$ cat config.mk
export PLATFORM = sky130hd
export DESIGN_NAME = load_store_unit
export DESIGN_NICKNAME = d
export VERILOG_FILES = /design/src/rtl/load_store_unit.sv
export SDC_FILE = /design/constraint.sdc
export NUM_CORES = 1
export LEC_CHECK = 0
export ABC_CLOCK_PERIOD_IN_PS = 4800
export CORE_UTILIZATION = 40
export DETAILED_ROUTE_END_ITERATION = 12
export PLACE_DENSITY = 0.73
export SLEW_MARGIN = 25
export SYNTH_ARGS = -nofsm -noshare
export SYNTH_HDL_FRONTEND = slang
export SYNTH_SLANG_ARGS = --single-unit
$ cat constraint.sdc
create_clock -name clk_i -period 4.8 [get_ports clk_i]
set_input_delay 1.2 -clock clk_i [delete_from_list [all_inputs] [get_ports clk_i]]
set_output_delay 1.2 -clock clk_i [all_outputs]
set_load 0.01 [all_outputs]
$ cat src/rtl/load_store_unit.sv
// load_store_unit: executes one load or store per request over a memory
// request/grant/response handshake. The load result is aligned and sign- or
// zero-extended before it goes back to writeback.
//
// Ports:
//   clk_i, rst_n_i        clock, asynchronous active-low reset
//   req_*  / byte_en_i    access request from execute (size code, signed flag,
//   signed_i / addr_i     byte address, store data)
//   wdata_i
//   rsp_*                 one-cycle response: load data and error flag
//   busy_o                stalls the core while a transaction is in flight
//   mem_*                 data-memory request/grant/response interface
module load_store_unit #(
  parameter int unsigned TIMEOUT_CYCLES = 255
) (
  input  logic        clk_i,
  input  logic        rst_n_i,
  input  logic        req_valid_i,
  output logic        req_ready_o,
  input  logic        req_we_i,
  input  logic [3:0]  byte_en_i,
  input  logic        signed_i,
  input  logic [31:0] addr_i,
  input  logic [31:0] wdata_i,
  output logic        rsp_valid_o,
  output logic [31:0] rsp_rdata_o,
  output logic        rsp_err_o,
  output logic        busy_o,
  output logic        mem_req_o,
  output logic        mem_we_o,
  output logic [31:0] mem_addr_o,
  output logic [3:0]  mem_be_o,
  output logic [31:0] mem_wdata_o,
  input  logic        mem_gnt_i,
  input  logic        mem_rvalid_i,
  input  logic [31:0] mem_rdata_i
);

  localparam int unsigned CNT_W = 8;

  localparam logic [1:0] S_IDLE = 2'd0;
  localparam logic [1:0] S_REQ  = 2'd1;
  localparam logic [1:0] S_WAIT = 2'd2;
  localparam logic [1:0] S_RESP = 2'd3;

  localparam logic [3:0] BE_BYTE = 4'b0001;
  localparam logic [3:0] BE_HALF = 4'b0011;
  localparam logic [3:0] BE_WORD = 4'b1111;

  localparam logic [CNT_W-1:0] TIMEOUT_LIM = CNT_W'(TIMEOUT_CYCLES);

  logic [1:0]       state_q, state_d;
  logic [CNT_W-1:0] cnt_q, cnt_d, cnt_inc;
  logic             we_q, we_d;
  logic [3:0]       size_q, size_d;
  logic             sgn_q, sgn_d;
  logic [1:0]       off_q, off_d;

  logic        req_ready_d, busy_d;
  logic        rsp_valid_d, rsp_err_d;
  logic [31:0] rsp_rdata_d;
  logic        mem_req_d, mem_we_d;
  logic [31:0] mem_addr_d, mem_wdata_d;
  logic [3:0]  mem_be_d;

  logic        size_illegal, misaligned, req_bad;
  logic [31:0] rdata_shifted, load_data;

  // Request legality, evaluated on the incoming request at acceptance
  assign size_illegal = (byte_en_i != BE_BYTE) && (byte_en_i != BE_HALF) &&
                        (byte_en_i != BE_WORD);
  assign misaligned   = ((byte_en_i == BE_HALF) && addr_i[0]) ||
                        ((byte_en_i == BE_WORD) && (addr_i[1:0] != 2'b00));
  assign req_bad      = size_illegal || misaligned;

  assign cnt_inc = CNT_W'(cnt_q + 1'b1);

  // Align the returned word to the accessed lane, then extend by size
  assign rdata_shifted = mem_rdata_i >> {off_q, 3'b000};

  always_comb begin
    case (size_q)
      BE_BYTE: load_data = {{24{sgn_q & rdata_shifted[7]}},  rdata_shifted[7:0]};
      BE_HALF: load_data = {{16{sgn_q & rdata_shifted[15]}}, rdata_shifted[15:0]};
      default: load_data = rdata_shifted;
    endcase
  end

  // Next-state and next-output logic
  always_comb begin
    state_d     = state_q;
    cnt_d       = cnt_q;
    we_d        = we_q;
    size_d      = size_q;
    sgn_d       = sgn_q;
    off_d       = off_q;
    req_ready_d = req_ready_o;
    busy_d      = busy_o;
    rsp_valid_d = 1'b0;
    rsp_err_d   = 1'b0;
    rsp_rdata_d = '0;
    mem_req_d   = mem_req_o;
    mem_we_d    = mem_we_o;
    mem_addr_d  = mem_addr_o;
    mem_be_d    = mem_be_o;
    mem_wdata_d = mem_wdata_o;

    case (state_q)
      S_IDLE: begin
        if (req_valid_i && req_ready_o) begin
          we_d        = req_we_i;
          size_d      = byte_en_i;
          sgn_d       = signed_i;
          off_d       = addr_i[1:0];
          req_ready_d = 1'b0;
          busy_d      = 1'b1;
          cnt_d       = '0;
          if (req_bad) begin
            // Rejected without touching memory
            state_d     = S_RESP;
            rsp_valid_d = 1'b1;
            rsp_err_d   = 1'b1;
          end else begin
            state_d     = S_REQ;
            mem_req_d   = 1'b1;
            mem_we_d    = req_we_i;
            mem_addr_d  = {addr_i[31:2], 2'b00};
            mem_be_d    = 4'(byte_en_i << addr_i[1:0]);
            mem_wdata_d = 32'(wdata_i << {addr_i[1:0], 3'b000});
          end
        end
      end

      S_REQ: begin
        if (mem_gnt_i) begin
          state_d   = S_WAIT;
          mem_req_d = 1'b0;
          cnt_d     = '0;
        end else if (cnt_inc == TIMEOUT_LIM) begin
          state_d     = S_RESP;
          mem_req_d   = 1'b0;
          rsp_valid_d = 1'b1;
          rsp_err_d   = 1'b1;
          cnt_d       = '0;
        end else begin
          cnt_d = cnt_inc;
        end
      end

      S_WAIT: begin
        if (mem_rvalid_i) begin
          state_d     = S_RESP;
          rsp_valid_d = 1'b1;
          rsp_rdata_d = we_q ? 32'h0 : load_data;
          cnt_d       = '0;
        end else if (cnt_inc == TIMEOUT_LIM) begin
          state_d     = S_RESP;
          rsp_valid_d = 1'b1;
          rsp_err_d   = 1'b1;
          cnt_d       = '0;
        end else begin
          cnt_d = cnt_inc;
        end
      end

      S_RESP: begin
        state_d     = S_IDLE;
        req_ready_d = 1'b1;
        busy_d      = 1'b0;
      end

      default: begin
        state_d     = S_IDLE;
        req_ready_d = 1'b1;
        busy_d      = 1'b0;
        mem_req_d   = 1'b0;
        cnt_d       = '0;
      end
    endcase
  end

  // State and registered outputs
  always_ff @(posedge clk_i or negedge rst_n_i) begin
    if (!rst_n_i) begin
      state_q     <= S_IDLE;
      cnt_q       <= '0;
      we_q        <= 1'b0;
      size_q      <= '0;
      sgn_q       <= 1'b0;
      off_q       <= '0;
      req_ready_o <= 1'b1;
      busy_o      <= 1'b0;
      rsp_valid_o <= 1'b0;
      rsp_rdata_o <= '0;
      rsp_err_o   <= 1'b0;
      mem_req_o   <= 1'b0;
      mem_we_o    <= 1'b0;
      mem_addr_o  <= '0;
      mem_be_o    <= '0;
      mem_wdata_o <= '0;
    end else begin
      state_q     <= state_d;
      cnt_q       <= cnt_d;
      we_q        <= we_d;
      size_q      <= size_d;
      sgn_q       <= sgn_d;
      off_q       <= off_d;
      req_ready_o <= req_ready_d;
      busy_o      <= busy_d;
      rsp_valid_o <= rsp_valid_d;
      rsp_rdata_o <= rsp_rdata_d;
      rsp_err_o   <= rsp_err_d;
      mem_req_o   <= mem_req_d;
      mem_we_o    <= mem_we_d;
      mem_addr_o  <= mem_addr_d;
      mem_be_o    <= mem_be_d;
      mem_wdata_o <= mem_wdata_d;
    end
  end

endmodule

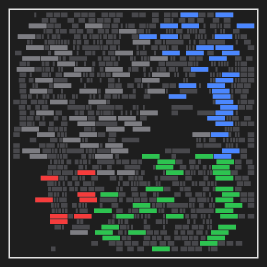
Figure 1: where the registers sit.
(2 px per um) Other sequential cells in the stronger grey, the rest of the logic in the fainter grey.
| colour | name in the netlist | flops |
|---|---|---|
| red | cnt_q | 8 |
| blue | mem_addr_o | 30 |
| green | rsp_rdata_o | 32 |
Core Util, Final: 0.604
Seq group: 1.49 mW
fraction of area in registers: 0.350
sequential cell area: 3060 um2

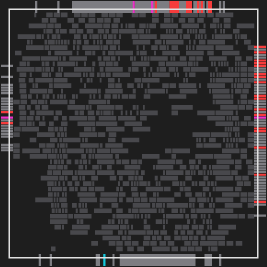
Figure 2: pin map.
(2 px per um) Pins as bars across the die edge, other pins in grey.
| colour | port | pins | direction | edge |
|---|---|---|---|---|
| red | addr_i | 32 | input | 17 right, 13 top, 2 left |
| magenta | mem_be_o | 4 | output | 2 top, 1 right, 1 left |
| cyan | rsp_err_o | 1 | output | bottom |
all pins by edge: 78 top, 60 right, 52 bottom, 23 left
Port Buffer Count: 210
Die Y: 124 um
die width: 124 um

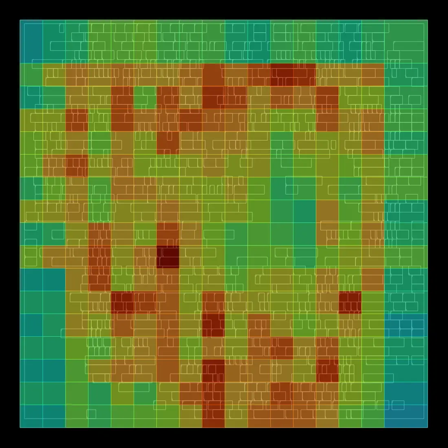
Figure 3: routing congestion map.
grt met1 use: 0.291
GRT Resource Usage Total: 0.226
wire per inst: 16.2 um

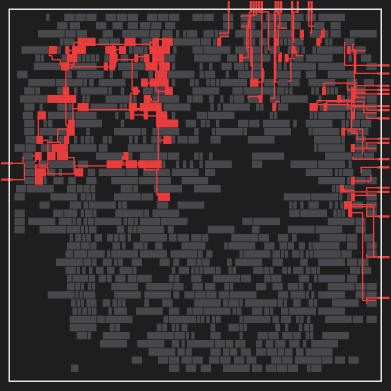
Figure 4: nets reached from selected ports.
(3 px per um)
| colour | port | bits | direction | end cells | buffers | wire |
|---|---|---|---|---|---|---|
| red | addr_i | 32 | input | 99 | 34 | 1,190 um |
Top Ports: 213

==> results.txt <==
flow finished, numbers: outcome finished, final reports clean, fin cells roughly 1,000, Comb pwr share 0.353, fp_density 0.408, n_diodes 0, DRT Pass-1 Iters 5, RSZ-0062 raised after global routing no, Tmin final ~3.2 ns, total CTS buffers 17, IR drop worst, VDD roughly 0.22 mV, H-tree levels 4, CP Data Required Time about 5.1 ns, # hold bufs at CTS 0, largest net degree at the start of global routing 66, cycle use final 0.668, area added between synthesis and finish 48.0%, clock power share 0.307, final net count between 900 and 1,000, final hold violations 0, power per cell area between 500 and 600 nW/um2, initial antenna violation count 0, WL final 16.9 mm, Psw about 1.4 mW, number of cells in Yosys stat between 600 and 700, Yosys reg bits 122, vias in the first global route 5,100, YS chip area ~5900 um2, CTS tree built, core box area 14,500 um2, cts repair resizes 0, pre-CTS setup slack about 1.1 ns, Hold Path Class reg2reg, Critical path buffers and inverters 2, worst-margin pin slew ~0.96 ns, CP delay by family, top simple AND/OR/NAND/NOR gates, WS Path Type in2reg, CP startpoint kind input port, Cell area leaders dfrtp_1, nand2_1, mux2i_1, Synth async-reset ratio 1.00, Setup TNS 0 ns, number of post-CTS setup repair buffers 0, area leader, netlist dfrtp_1, most frequent cells after synthesis nand2_1, dfrtp_1, nor2_1, fmax between 300 and 400 MHz, layout cell share with drive strength beyond 1 0.0702, Clock Latency Late Sink ~0.41 ns, Yosys cell types around 48, vias roughly 5,400, worst-path cell chain clkdlybuf4s50_1 > buf_4 > a211oi_1 > a41o_1 > and3_2 > a21oi_1 > a21oi_1, Clock transition at path regs roughly 0.060 ns, Core Rows roughly 44, CP peak stage delay around 0.85 ns, cell-internal power 2.97 mW, skew final 0.00564 ns, initial drt markers 432, Via-to-Cell Ratio a little over 5, first-pass GRT wire length between 20 and 30 mm, clock sinks 122, max cap viols 0, Post-Syn Area ~5900 um2, Clk Tree Root Cell clkbuf_16, Worst slew margin 0.357, count of library flops with an enable pin 0, OpenROAD warning count 31, Post-Syn Instances 650, count leader, synth nand2_1, Slowest-stage cell, CP and3_2, Placed Instances 1,007, arrival time at the worst endpoint about 3.6 ns, DP HPWL around 12 mm, global placement routability congestion 0.818, Routed Antenna Nets 0, Switching Fraction 0.324, slack of the critical path approximately 1.6 ns, Syn Area/Cell roughly 9.1 um2, most frequent CP cell a21oi_1, Final setup violation count 0, top_reg_cell synth dfrtp_1, DIE AREA 15,300 um2, final tally of max-slew violations 0, Synth Seq Share 0.517, CTS Buffer Depth 2, P_leak 3.95 nW, sequential share of power 0.340, Yosys Warn Count 0, Overflow after GRT 0, DRC violations left 0, Critical Path End Type register, Max-area cell share 0.513, worst-path maximum fanout between 50 and 60
-- worst register-to-register path: stages (launching register included) --
cell and delay, ns:
dfrtp_1 0.40, inv_1 0.15, ha_1 0.30, and3_1 0.36
and3_2 0.88, a21oi_1 0.16, a21oi_1 0.14
-- through the flow --
stage | hold WS [ns] | area (um2) | power (mW)
2_1_floorplan | 0.469 | 5910 | 2.30
3_3_place_gp | 0.452 | 8110 | 3.00
3_5_place_dp | 0.458 | 8110 | 3.05
4_1_cts | 0.470 | 8740 | 4.43
5_1_grt | 0.491 | 8740 | 4.66
6_report | 0.466 | 8740 | 4.40
-- final timing paths --
path | start | endpoint | slack (ns) | cells past startpoint
worst max-delay path | addr_i[0] | mem_req_o | 1.59 | 7
worst min-delay path | mem_wdata_o[5] | mem_wdata_o[5] | 0.47 | 2
worst max register to register | state_q[0] | mem_req_o | 2.33 | 6
worst min register to register | mem_wdata_o[5] | mem_wdata_o[5] | 0.47 | 2
max in group asynchronous | rst_n_i | rsp_rdata_o[28] | 2.93 | 2
min in group asynchronous | rst_n_i | rsp_err_o | 0.88 | 1
-- state kept, by name, summed over array words and instances, names as in the netlist --
name         flops
sgn_q            1
we_q             1
rsp_rdata_o     32
state_q          2
mem_we_o         1
rsp_valid_o      1
mem_wdata_o     32
mem_addr_o      30
busy_o           1
off_q            2
size_q           4
cnt_q            8
rsp_err_o        1
req_ready_o      1
mem_be_o         4
mem_req_o        1
-- per-layer routing --
metal,GRT usage,share of wire,up-vias
met2,0.368,0.49,177
met5,0,0,-
met3,0.0461,0.053,34
met4,0.100,0.026,0
li1,-,-,2580
met1,0.291,0.44,2563
-- final cells by class --
class,instances,area [um2]
fill,1168,5740
clock buffer,21,460
clock inverter,11,169
multi-input combinational,477,2640
tap,184,230
inverter,8,30.0
timing repair buffer,216,2160
sequential,122,3060
-- cells by family (layout without fill, tap and decap cells) --
kind of cell,count (synthesis),count (layout),synth area share
and+or+nand+nor,300,300,0.214
other,1,2,0.000635
AOI/OAI and AO/OA,120,120,0.130
muxes,47,47,0.0837
adders and majority gates,7,7,0.0148
DFF,122,122,0.517
buffers and inverters,52,256,0.0386
xor gates and xnor gates,1,1,0.00148
-- power by group through the flow --
stage                     Clock [mW]  Sequential (mW)  Combinational (mW)
after global placement             0             1.49                1.51
after floorplan                    0             1.54               0.762
after global routing            1.43             1.53                1.70
after CTS                       1.37             1.49                1.56
after detailed placement           0             1.51                1.55
final                           1.35             1.49                1.55
-- layout by cell type, fill, tap and decap left out, types with 4 or more instances in the layout --
cell,instances
nand3_1,16
dfrtp_1,120
ha_1,7
nor2_1,48
nor2b_1,20
inv_1,8
a211oi_1,24
clkbuf_16,17
o211ai_1,6
buf_4,6
o31ai_1,10
clkinvlp_4,4
o22ai_1,4
mux2i_1,37
nand2_1,195
clkdlybuf4s50_1,209
bufinv_16,4
mux2_2,9
a21oi_1,40
o21ai_0,23
Power figures rest on the tool's default switching activity, not on a simulated workload.
